**config.mk**
```make
export PLATFORM = sky130hd
export DESIGN_NAME = wb_arbiter
export DESIGN_NICKNAME = d
export VERILOG_FILES = /design/src/rtl/wb_arbiter.sv
export SDC_FILE = /design/constraint.sdc
export NUM_CORES = 1
export LEC_CHECK = 0
export CAP_MARGIN = 20
export CORE_UTILIZATION = 54
export DETAILED_ROUTE_END_ITERATION = 12
export PLACE_DENSITY_LB_ADDON = 0.25
export REMOVE_ABC_BUFFERS = 1
export SYNTH_ARGS = -nofsm -noshare
export SYNTH_HDL_FRONTEND = slang
export SYNTH_SLANG_ARGS = --single-unit
```
**constraint.sdc**
```tcl
create_clock -name clk_i -period 3 [get_ports clk_i]
set_input_delay 0.9 -clock clk_i [delete_from_list [all_inputs] [get_ports clk_i]]
set_output_delay 0.9 -clock clk_i [all_outputs]
set_load 0.02 [all_outputs]
```
**src/rtl/wb_arbiter.sv**
```systemverilog
// wb_arbiter: round-robin Wishbone arbiter for MASTERS_NUM masters with a
// per-transfer watchdog that aborts silent slaves with an err to the owner.
module wb_arbiter #(
    parameter int MASTERS_NUM    = 2,
    parameter int TIMEOUT_CYCLES = 256,
    localparam int GRANT_W = $clog2(MASTERS_NUM),
    localparam int TMR_W   = $clog2(TIMEOUT_CYCLES + 1)
) (
    input  logic                   clk_i,
    input  logic                   rst_i,
    input  logic [MASTERS_NUM-1:0] m_cyc_i,
    input  logic [MASTERS_NUM-1:0] m_stb_i,
    input  logic                   s_ack_i,
    input  logic                   s_err_i,
    output logic                   s_cyc_o,
    output logic                   s_stb_o,
    output logic [MASTERS_NUM-1:0] m_ack_o,
    output logic [MASTERS_NUM-1:0] m_err_o,
    output logic [GRANT_W-1:0]     grant_o,
    output logic                   grant_valid_o,
    output logic                   timeout_o,
    output logic [GRANT_W-1:0]     timeout_master_o,
    output logic [7:0]             timeout_count_o
);

    typedef enum logic [1:0] {IDLE, GRANTED, ABORT_ERR, ABORT_WAIT} state_e;

    state_e             state_q, state_d;
    logic [GRANT_W-1:0] grant_q, grant_d;
    logic [GRANT_W-1:0] ptr_q, ptr_d;
    logic [GRANT_W-1:0] tmo_master_q, tmo_master_d;
    logic [TMR_W-1:0]   timer_q, timer_d;
    logic [7:0]         tmo_count_q, tmo_count_d;

    logic               own_cyc;
    logic               own_stb;
    logic               own_rsp;
    logic [GRANT_W-1:0] next_owner;
    logic [GRANT_W-1:0] scan_pick;
    logic               scan_hit;

    // Rotating index: base+offs folded back into 0..MASTERS_NUM-1.
    function automatic logic [GRANT_W-1:0] wrap_idx(input logic [GRANT_W-1:0] base, input int offs);
        int sum;
        sum = int'(base) + offs;
        if (sum >= MASTERS_NUM) begin
            sum = sum - MASTERS_NUM;
        end
        return GRANT_W'(sum);
    endfunction

    assign own_cyc    = m_cyc_i[grant_q];
    assign own_stb    = m_stb_i[grant_q];
    assign own_rsp    = s_ack_i | s_err_i;
    assign next_owner = (grant_q == GRANT_W'(MASTERS_NUM - 1)) ? '0 : grant_q + GRANT_W'(1);

    // Pick the first requester at or after the round-robin pointer.
    always_comb begin
        scan_hit  = 1'b0;
        scan_pick = '0;
        for (int i = 0; i < MASTERS_NUM; i++) begin
            if (!scan_hit && m_cyc_i[wrap_idx(ptr_q, i)]) begin
                scan_hit  = 1'b1;
                scan_pick = wrap_idx(ptr_q, i);
            end
        end
    end

    // Next-state logic: ownership transitions, watchdog timer and abort bookkeeping.
    always_comb begin
        state_d      = state_q;
        grant_d      = grant_q;
        ptr_d        = ptr_q;
        timer_d      = timer_q;
        tmo_master_d = tmo_master_q;
        tmo_count_d  = tmo_count_q;
        case (state_q)
            IDLE: begin
                timer_d = '0;
                if (scan_hit) begin
                    grant_d = scan_pick;
                    state_d = GRANTED;
                end
            end
            GRANTED: begin
                if (!own_cyc) begin
                    state_d = IDLE;
                    ptr_d   = next_owner;
                    timer_d = '0;
                end else if (!own_stb || own_rsp) begin
                    timer_d = '0;
                end else if (timer_q == TMR_W'(TIMEOUT_CYCLES - 1)) begin
                    timer_d = '0;
                    state_d = ABORT_ERR;
                end else begin
                    timer_d = timer_q + TMR_W'(1);
                end
            end
            ABORT_ERR: begin
                state_d      = ABORT_WAIT;
                tmo_master_d = grant_q;
                if (tmo_count_q != 8'hFF) begin
                    tmo_count_d = tmo_count_q + 8'd1;
                end
            end
            ABORT_WAIT: begin
                if (!own_cyc) begin
                    state_d = IDLE;
                    ptr_d   = next_owner;
                end
            end
            default: state_d = IDLE;
        endcase
    end

    // Output logic: gate the owner onto the bus and route responses back to it only.
    always_comb begin
        s_cyc_o       = 1'b0;
        s_stb_o       = 1'b0;
        m_ack_o       = '0;
        m_err_o       = '0;
        grant_valid_o = 1'b0;
        timeout_o     = 1'b0;
        case (state_q)
            GRANTED: begin
                grant_valid_o = 1'b1;
                s_cyc_o       = own_cyc;
                s_stb_o       = own_stb;
                if (own_stb) begin
                    m_ack_o[grant_q] = s_ack_i;
                    m_err_o[grant_q] = s_err_i;
                end
            end
            ABORT_ERR: begin
                grant_valid_o    = 1'b1;
                m_err_o[grant_q] = 1'b1;
                timeout_o        = 1'b1;
            end
            ABORT_WAIT: begin
                grant_valid_o = 1'b1;
            end
            default: ;
        endcase
    end

    // State register with asynchronous reset.
    always_ff @(posedge clk_i or posedge rst_i) begin
        if (rst_i) begin
            state_q      <= IDLE;
            grant_q      <= '0;
            ptr_q        <= '0;
            timer_q      <= '0;
            tmo_master_q <= '0;
            tmo_count_q  <= '0;
        end else begin
            state_q      <= state_d;
            grant_q      <= grant_d;
            ptr_q        <= ptr_d;
            timer_q      <= timer_d;
            tmo_master_q <= tmo_master_d;
            tmo_count_q  <= tmo_count_d;
        end
    end

    assign grant_o          = grant_q;
    assign timeout_master_o = tmo_master_q;
    assign timeout_count_o  = tmo_count_q;

endmodule

```
**Cell sizes after repair**

The bar under the picture is 20 um long.
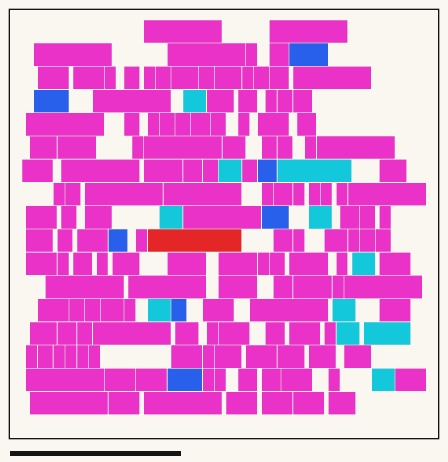
drive 2: in blue, cells 7, share 4.2%. drive 3 to 4: in cyan, cells 11, share 6.7%. drive 1 or less: in magenta, cells 146, share 88%. drive 6 and up: in red, cells 1, share 0.61%.

**Clock wiring as the flow saved it**

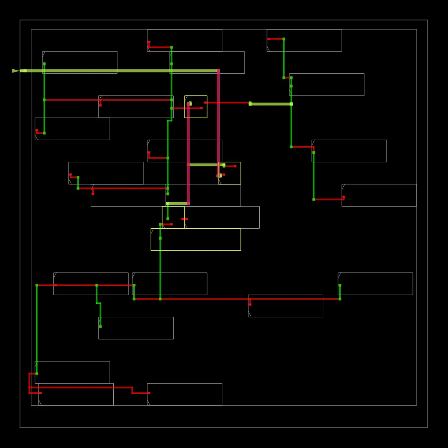
number of flip-flops and latches: 22
Layout Skew: 10.8 ps
Inserted Clock Buffers: 3
CTS sink count: 22
total clock network power: 231 uW

**Where the registers sit**

Other sequential cells in the stronger grey, the rest of the logic in the fainter grey.
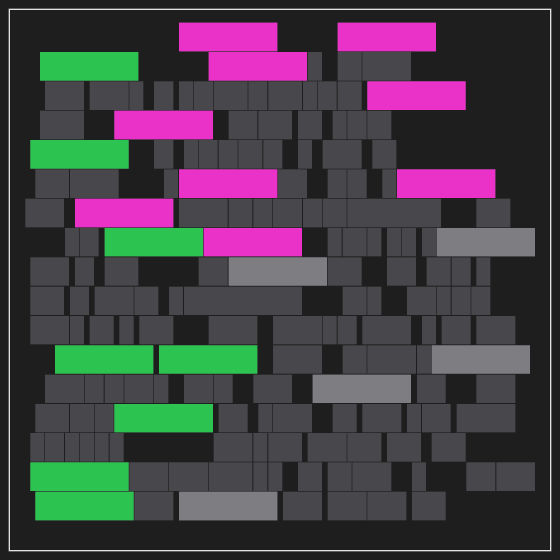
timer_q: in magenta, sequential cells 9. timeout_count_o: in green, sequential cells 8.

**Clock distribution**

The bar under the picture is 20 um long.
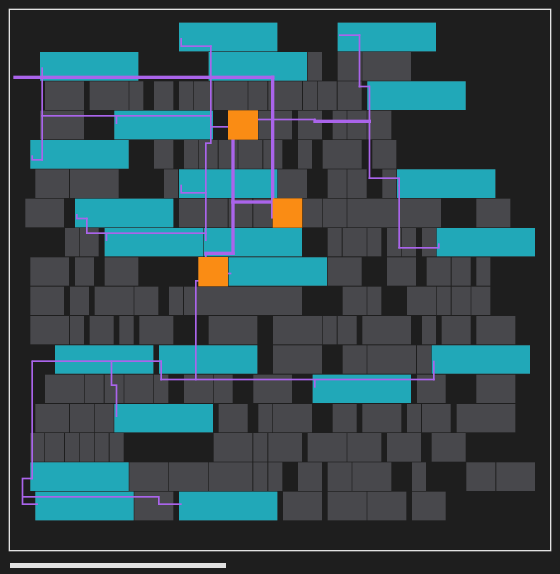
clock wires: in purple, length 259 um. cells driving clock nets: in orange, count 3. flip-flops: in cyan, count 22.
There are 4 routed clock nets. Position of the flops: spread over the die.

==> run notes <==
• synthesis-to-layout area growth: 28.7%
• power per unit of standard cell area: 569 nW/um^2
• Worst Tran Pin Value: 817 ps
• Setup TNS: 0 ps
• peak supply drop: 0.349 mV
• wire length on met3: 104 um
• detailed-route via count: 1,098
• Detailed Routing Iterations Pass 1: 4
• worst-case setup slack after placement: -219 ps
• switching part of the total power: 0.349
• combinational cell power: 329 uW
• Seq power: 356 uW
• Worst setup EP type: output pin
• via count of the first global-routing pass: 1,009
• period utilization: 0.978
• wire length of the first global-routing pass: 4280 um
• Syn Std Cell Area: 1250 um^2
• count of filler cells inserted in the layout: 160
• worst hold slack after final layout: 516 ps
• number of levels in the clock H-tree: 1
• start point of the worst min-delay path: timeout_count_o[5]
• buffers and inverters on the worst path: 3
• time the worst path needs with I/O delays and setup: 2930 ps
• Combinational Power Share: 0.359
• adder-cell area share of the yosys netlist: 0.0701
• final number of hold-violating endpoints: 0
• total DRC errors in the routed layout: 0
• internal power: 596 uW
• dominant non-sequential cell family after synthesis: simple AND/OR/NAND/NOR gates
• sequential cell area fraction in the yosys report: 0.440
• post-synthesis share of cell area spent on xor and xnor gates: 0.0490
• result of the run: complete, no violations
flip-flops by register name, indices dropped and copies added, names as in the netlist, named ones only:
name,count
grant_o,1
state_q,1
timer_q,9
ptr_q,1
timeout_count_o,8
timeout_master_o,1
final cells by class:
class	count	area, um^2	area share
Multi-Input combinational cell	99	653	0.406
Sequential cell	22	551	0.342
Timing Repair Buffer	31	284	0.177
Tap cell	28	35.0	0.0218
Inverter	9	33.8	0.0210
Clock inverter	1	30.0	0.0187
Clock buffer	3	22.5	0.0140
synthesized netlist by cell type (3+ instances only):
| cell type | number |
|---|---|
| sky130_fd_sc_hd__nor2_1 | 12 |
| sky130_fd_sc_hd__inv_1 | 9 |
| sky130_fd_sc_hd__nor3_1 | 4 |
| sky130_fd_sc_hd__a21oi_1 | 6 |
| sky130_fd_sc_hd__nor4_1 | 3 |
| sky130_fd_sc_hd__dfrtp_1 | 22 |
| sky130_fd_sc_hd__nand3_1 | 4 |
| sky130_fd_sc_hd__xor2_1 | 3 |
| sky130_fd_sc_hd__xnor2_1 | 4 |
| sky130_fd_sc_hd__nand2_1 | 15 |
| sky130_fd_sc_hd__o21ai_1 | 3 |
| sky130_fd_sc_hd__a31oi_1 | 8 |
| sky130_fd_sc_hd__o21ai_0 | 7 |
| sky130_fd_sc_hd__ha_1 | 7 |
path summary, 6_finish.rpt:
| check | endpoint | slack, ps | depth (start not counted) |
|---|---|---|---|
| min | timeout_count_o[5] | 520 | 1 |
| min in group asynchronous | timeout_count_o[0] | 1020 | 2 |
| max in group asynchronous | ptr_q | 1460 | 2 |
| min reg2reg | timeout_count_o[5] | 520 | 1 |
| max reg2reg | timer_q[4] | 1030 | 6 |
| max | s_cyc_o | 70 | 5 |
timing repair:
action,4_1_cts,5_1_grt
endpoints found under the setup margin,6,1
pin swaps,0,0
resized,6,3
Power figures rest on the tool's default switching activity, not on a simulated workload.
